===== src/rtl/mips_multicycle_controller.sv =====
// Multicycle MIPS main control FSM with memory-ready handshake on fetch, load and store.
// Optional macro MIPS_ADDI_EN adds the addi path (ADDIEXEC -> ADDIWB); otherwise opcode 001000 is illegal.
module mips_multicycle_controller (
    input  logic       clk,
    input  logic       reset,
    input  logic [5:0] opcode,
    input  logic       mem_ready,
    output logic [1:0] alu_op,
    output logic       alu_src_a,
    output logic [1:0] alu_src_b,
    output logic [1:0] pc_src,
    output logic       iord,
    output logic       reg_dst,
    output logic       mem_to_reg,
    output logic       ir_write,
    output logic       pc_write,
    output logic       branch,
    output logic       mem_write,
    output logic       reg_write,
    output logic       illegal_op,
    output logic [3:0] state
);

    typedef enum logic [3:0] {
        FETCH    = 4'd0,
        DECODE   = 4'd1,
        MEMADR   = 4'd2,
        MEMRD    = 4'd3,
        MEMWB    = 4'd4,
        MEMWR    = 4'd5,
        EXECUTE  = 4'd6,
        ALUWB    = 4'd7,
        BRANCH   = 4'd8,
        ADDIEXEC = 4'd9,
        ADDIWB   = 4'd10,
        JUMP     = 4'd11
    } state_t;

    localparam logic [5:0] OP_RTYPE = 6'b000000;
    localparam logic [5:0] OP_J     = 6'b000010;
    localparam logic [5:0] OP_BEQ   = 6'b000100;
    localparam logic [5:0] OP_ADDI  = 6'b001000;
    localparam logic [5:0] OP_LW    = 6'b100011;
    localparam logic [5:0] OP_SW    = 6'b101011;

    state_t state_q;
    state_t decode_next;
    logic   decode_illegal;

    always_comb begin
        decode_next    = FETCH;
        decode_illegal = 1'b0;
        case (opcode)
            OP_LW, OP_SW: decode_next = MEMADR;
            OP_RTYPE:     decode_next = EXECUTE;
            OP_BEQ:       decode_next = BRANCH;
`ifdef MIPS_ADDI_EN
            OP_ADDI:      decode_next = ADDIEXEC;
`endif
            OP_J:         decode_next = JUMP;
            default:      decode_illegal = 1'b1;
        endcase
    end

    // Unreachable encodings (12-15, and 9/10 without addi) recover to FETCH.
    always_ff @(posedge clk) begin
        if (reset) begin
            state_q <= FETCH;
        end else begin
            case (state_q)
                FETCH:    state_q <= mem_ready ? DECODE : FETCH;
                DECODE:   state_q <= decode_next;
                MEMADR:   state_q <= (opcode == OP_SW) ? MEMWR : MEMRD;
                MEMRD:    state_q <= mem_ready ? MEMWB : MEMRD;
                MEMWB:    state_q <= FETCH;
                MEMWR:    state_q <= mem_ready ? FETCH : MEMWR;
                EXECUTE:  state_q <= ALUWB;
                ALUWB:    state_q <= FETCH;
                BRANCH:   state_q <= FETCH;
`ifdef MIPS_ADDI_EN
                ADDIEXEC: state_q <= ADDIWB;
                ADDIWB:   state_q <= FETCH;
`endif
                JUMP:     state_q <= FETCH;
                default:  state_q <= FETCH;
            endcase
        end
    end

    assign state = state_q;

    always_comb begin
        alu_op     = 2'b00;
        alu_src_a  = 1'b0;
        alu_src_b  = 2'b00;
        pc_src     = 2'b00;
        iord       = 1'b0;
        reg_dst    = 1'b0;
        mem_to_reg = 1'b0;
        ir_write   = 1'b0;
        pc_write   = 1'b0;
        branch     = 1'b0;
        mem_write  = 1'b0;
        reg_write  = 1'b0;
        illegal_op = 1'b0;
        case (state_q)
            FETCH: begin
                alu_src_b = 2'b01;
                ir_write  = mem_ready;
                pc_write  = mem_ready;
            end
            DECODE: begin
                alu_src_b  = 2'b11;
                illegal_op = decode_illegal;
            end
            MEMADR: begin
                alu_src_a = 1'b1;
                alu_src_b = 2'b10;
            end
            MEMRD: iord = 1'b1;
            MEMWB: begin
                reg_write  = 1'b1;
                mem_to_reg = 1'b1;
            end
            MEMWR: begin
                iord      = 1'b1;
                mem_write = 1'b1;
            end
            EXECUTE: begin
                alu_src_a = 1'b1;
                alu_op    = 2'b10;
            end
            ALUWB: begin
                reg_write = 1'b1;
                reg_dst   = 1'b1;
            end
            BRANCH: begin
                alu_src_a = 1'b1;
                alu_op    = 2'b01;
                pc_src    = 2'b01;
                branch    = 1'b1;
            end
`ifdef MIPS_ADDI_EN
            ADDIEXEC: begin
                alu_src_a = 1'b1;
                alu_src_b = 2'b10;
            end
            ADDIWB: reg_write = 1'b1;
`endif
            JUMP: begin
                pc_src   = 2'b10;
                pc_write = 1'b1;
            end
            default: ;
        endcase
        // Reset overrides the current state's outputs: enables off, selects as in FETCH.
        if (reset) begin
            alu_op     = 2'b00;
            alu_src_a  = 1'b0;
            alu_src_b  = 2'b01;
            pc_src     = 2'b00;
            iord       = 1'b0;
            reg_dst    = 1'b0;
            mem_to_reg = 1'b0;
            ir_write   = 1'b0;
            pc_write   = 1'b0;
            branch     = 1'b0;
            mem_write  = 1'b0;
            reg_write  = 1'b0;
            illegal_op = 1'b0;
        end
    end

endmodule


===== config.mk =====
export PLATFORM = sky130hd
export DESIGN_NAME = mips_multicycle_controller
export DESIGN_NICKNAME = d
export VERILOG_FILES = /design/src/rtl/mips_multicycle_controller.sv
export SDC_FILE = /design/constraint.sdc
export NUM_CORES = 1
export LEC_CHECK = 0
export ABC_AREA = 0
export CORE_MARGIN = 2
export CORE_UTILIZATION = 35
export DETAILED_ROUTE_END_ITERATION = 7
export PLACE_DENSITY = 0.76
export SLEW_MARGIN = 10
export SYNTH_ARGS = -nofsm -noshare
export SYNTH_HDL_FRONTEND = slang
export SYNTH_SLANG_ARGS = --single-unit

===== constraint.sdc =====
create_clock -name clk -period 1.85 [get_ports clk]
set_clock_uncertainty 0.05 [all_clocks]
set_input_delay 0.2775 -clock clk [delete_from_list [all_inputs] [get_ports clk]]
set_output_delay 0.2775 -clock clk [all_outputs]
set_load 0.03 [all_outputs]

### I/O nets highlighted

Bar = 10 microns.
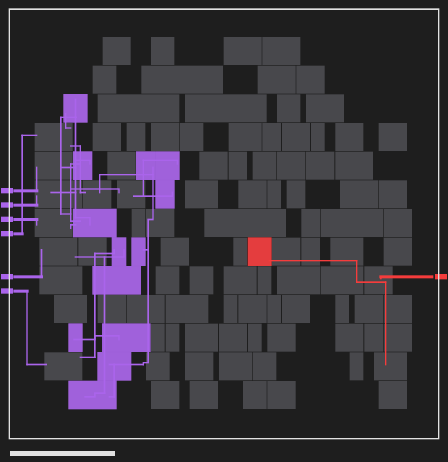
colour	port	bits	direction	end cells	buffers	wire
purple	opcode	6	input	13	8	170 microns
red	ir_write	1	output	1	1	25.9 microns

### Logic cells by family

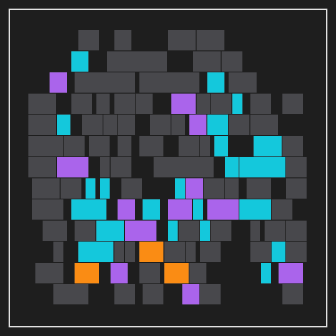
colour	family	cells	most used
cyan	nor cells	22	nor2_1
purple	and/or cells	12	and3_1
orange	xor and xnor cells	3	xnor2_1

[cell type report]
class                      count  area (sq um)
clock buffer                   3          22.5
fill                         116           385
inverter                       2          7.51
multi-input combinational     59           407
sequential                     4          85.1
tap                           15          18.8
timing repair buffer          41           343
[worst reg2reg max path, stage by stage (launching register included)]
cell	delay (ps)
dfxtp_2	330
or2_4	270
or3_4	380
buf_4	140
nor4_2	250
[placed cells by master (no fill, tap or decap), types with 2 or more instances in the layout]
cell type,instances
a31oi_1,2
and3_1,5
buf_4,28
clkbuf_4,3
clkdlybuf4s50_1,10
dfxtp_2,4
inv_1,2
nand2_1,5
nand3_1,3
nor2_1,8
nor2b_1,2
nor3_1,4
nor3_2,2
nor4_2,2
o21ai_1,2
or2_4,2
or3_4,3
xnor2_1,2
==> metrics.cfg <==
[global_route]
use_met1 = 0.184
busiest_layer = met2
grt.met2_usage = 0.413
grt.overflow.total = 0
grt_pass1_vias = 582
grt_pass1_wl_microns = 2190
antenna_found_initial = 0
grtUsageMet3 = 0.0326
grtUsageTotal = 0.192

[timing]
slew_viol_final = 0
worst_hold_slack_ps = 451
finalSetupTns_ps = 0
setup_violations = 0
rsz0062_at_grt = true
hold_violations = 0
fin_ws_ps = 36.2

[power]
power_leakage_nw = 0.405
p_total_mw = 0.308
comb-power_mw = 0.106
power_density_mw_per_mm2 = 349
clkPwrFrac = 0.351
comb_power_share = 0.346
power.switching_mw = 0.0929
irDropWorstVdd_mv = 0.219
p_int_mw = 0.215
maxPowerGroup = clock

[placement]
dp_cells = 121
dp_slack_ps = -47.0
place_congestion = 0.804
dpl_cell_area_sq_um = 831
io_buffers = 28

[detailed_routing]
firstDrtPassIters = 6
drtAntennaViolNets = 0
drcViolationCount = 0
dr_wl_met3_microns = 83
top_layer = met3
routedLengthMet1_microns = 567
vias = 673
wl_per_cell_microns = 11.8

[clock_tree]
clk_latency_ps = 240
h-tree-depth = 1
cts_setup_buffers = 0
clkTransAtPathRegs_ps = 30
clkSinkCount = 4
cts-root-buf = clkbuf_4
cts_buffers = 3
cts_buffer_depth = 2
cts_tree = built

[worst_setup_path]
cp.required_ps = 1520
critPathMaxStageDelay_ps = 440
critPathCaptureType = primary output
cp_num_cells = 5
cp_max_fo = 3
crit_buf_inv = 2
cp_slowest_cell = clkdlybuf4s50_1
worstRegToRegCells = 4
worstSetupEndpoint = illegal_op
critPathArrivalTime_ps = 1490

[finish]
num-nets-final = 120
drive_gt1_frac = 0.459
diodes = 0
fin_area_sq_um = 883
final_core_util = 0.696
final_cells = 124

[flow_run]
drv_cap = 0

[floorplan]
die_h_microns = 40.6
die_w_microns = 40.6
die-area_sq_mm = 0.00165
rows = 13
core_region_area_sq_mm = 0.00127

[outcome]
status = finished clean

[synth]
ys_top_logic_family = simple AND/OR/NAND/NOR gates
ys_seq_frac = 0.171
syn_nets = 79
yosys_cells = 70
most_common_cell = nor2_1
async_flop_share = 0
syn_avg_cell_area_sq_um = 6.70
yosys_warnings = 0
synth-compound-area-share = 0.149
top_area_cell = dfxtp_1
ys_ff = 4
fa_ha_area_frac = 0
ys_sh_mux = 0

[hold_path]
hold_path.class = input port to flip-flop

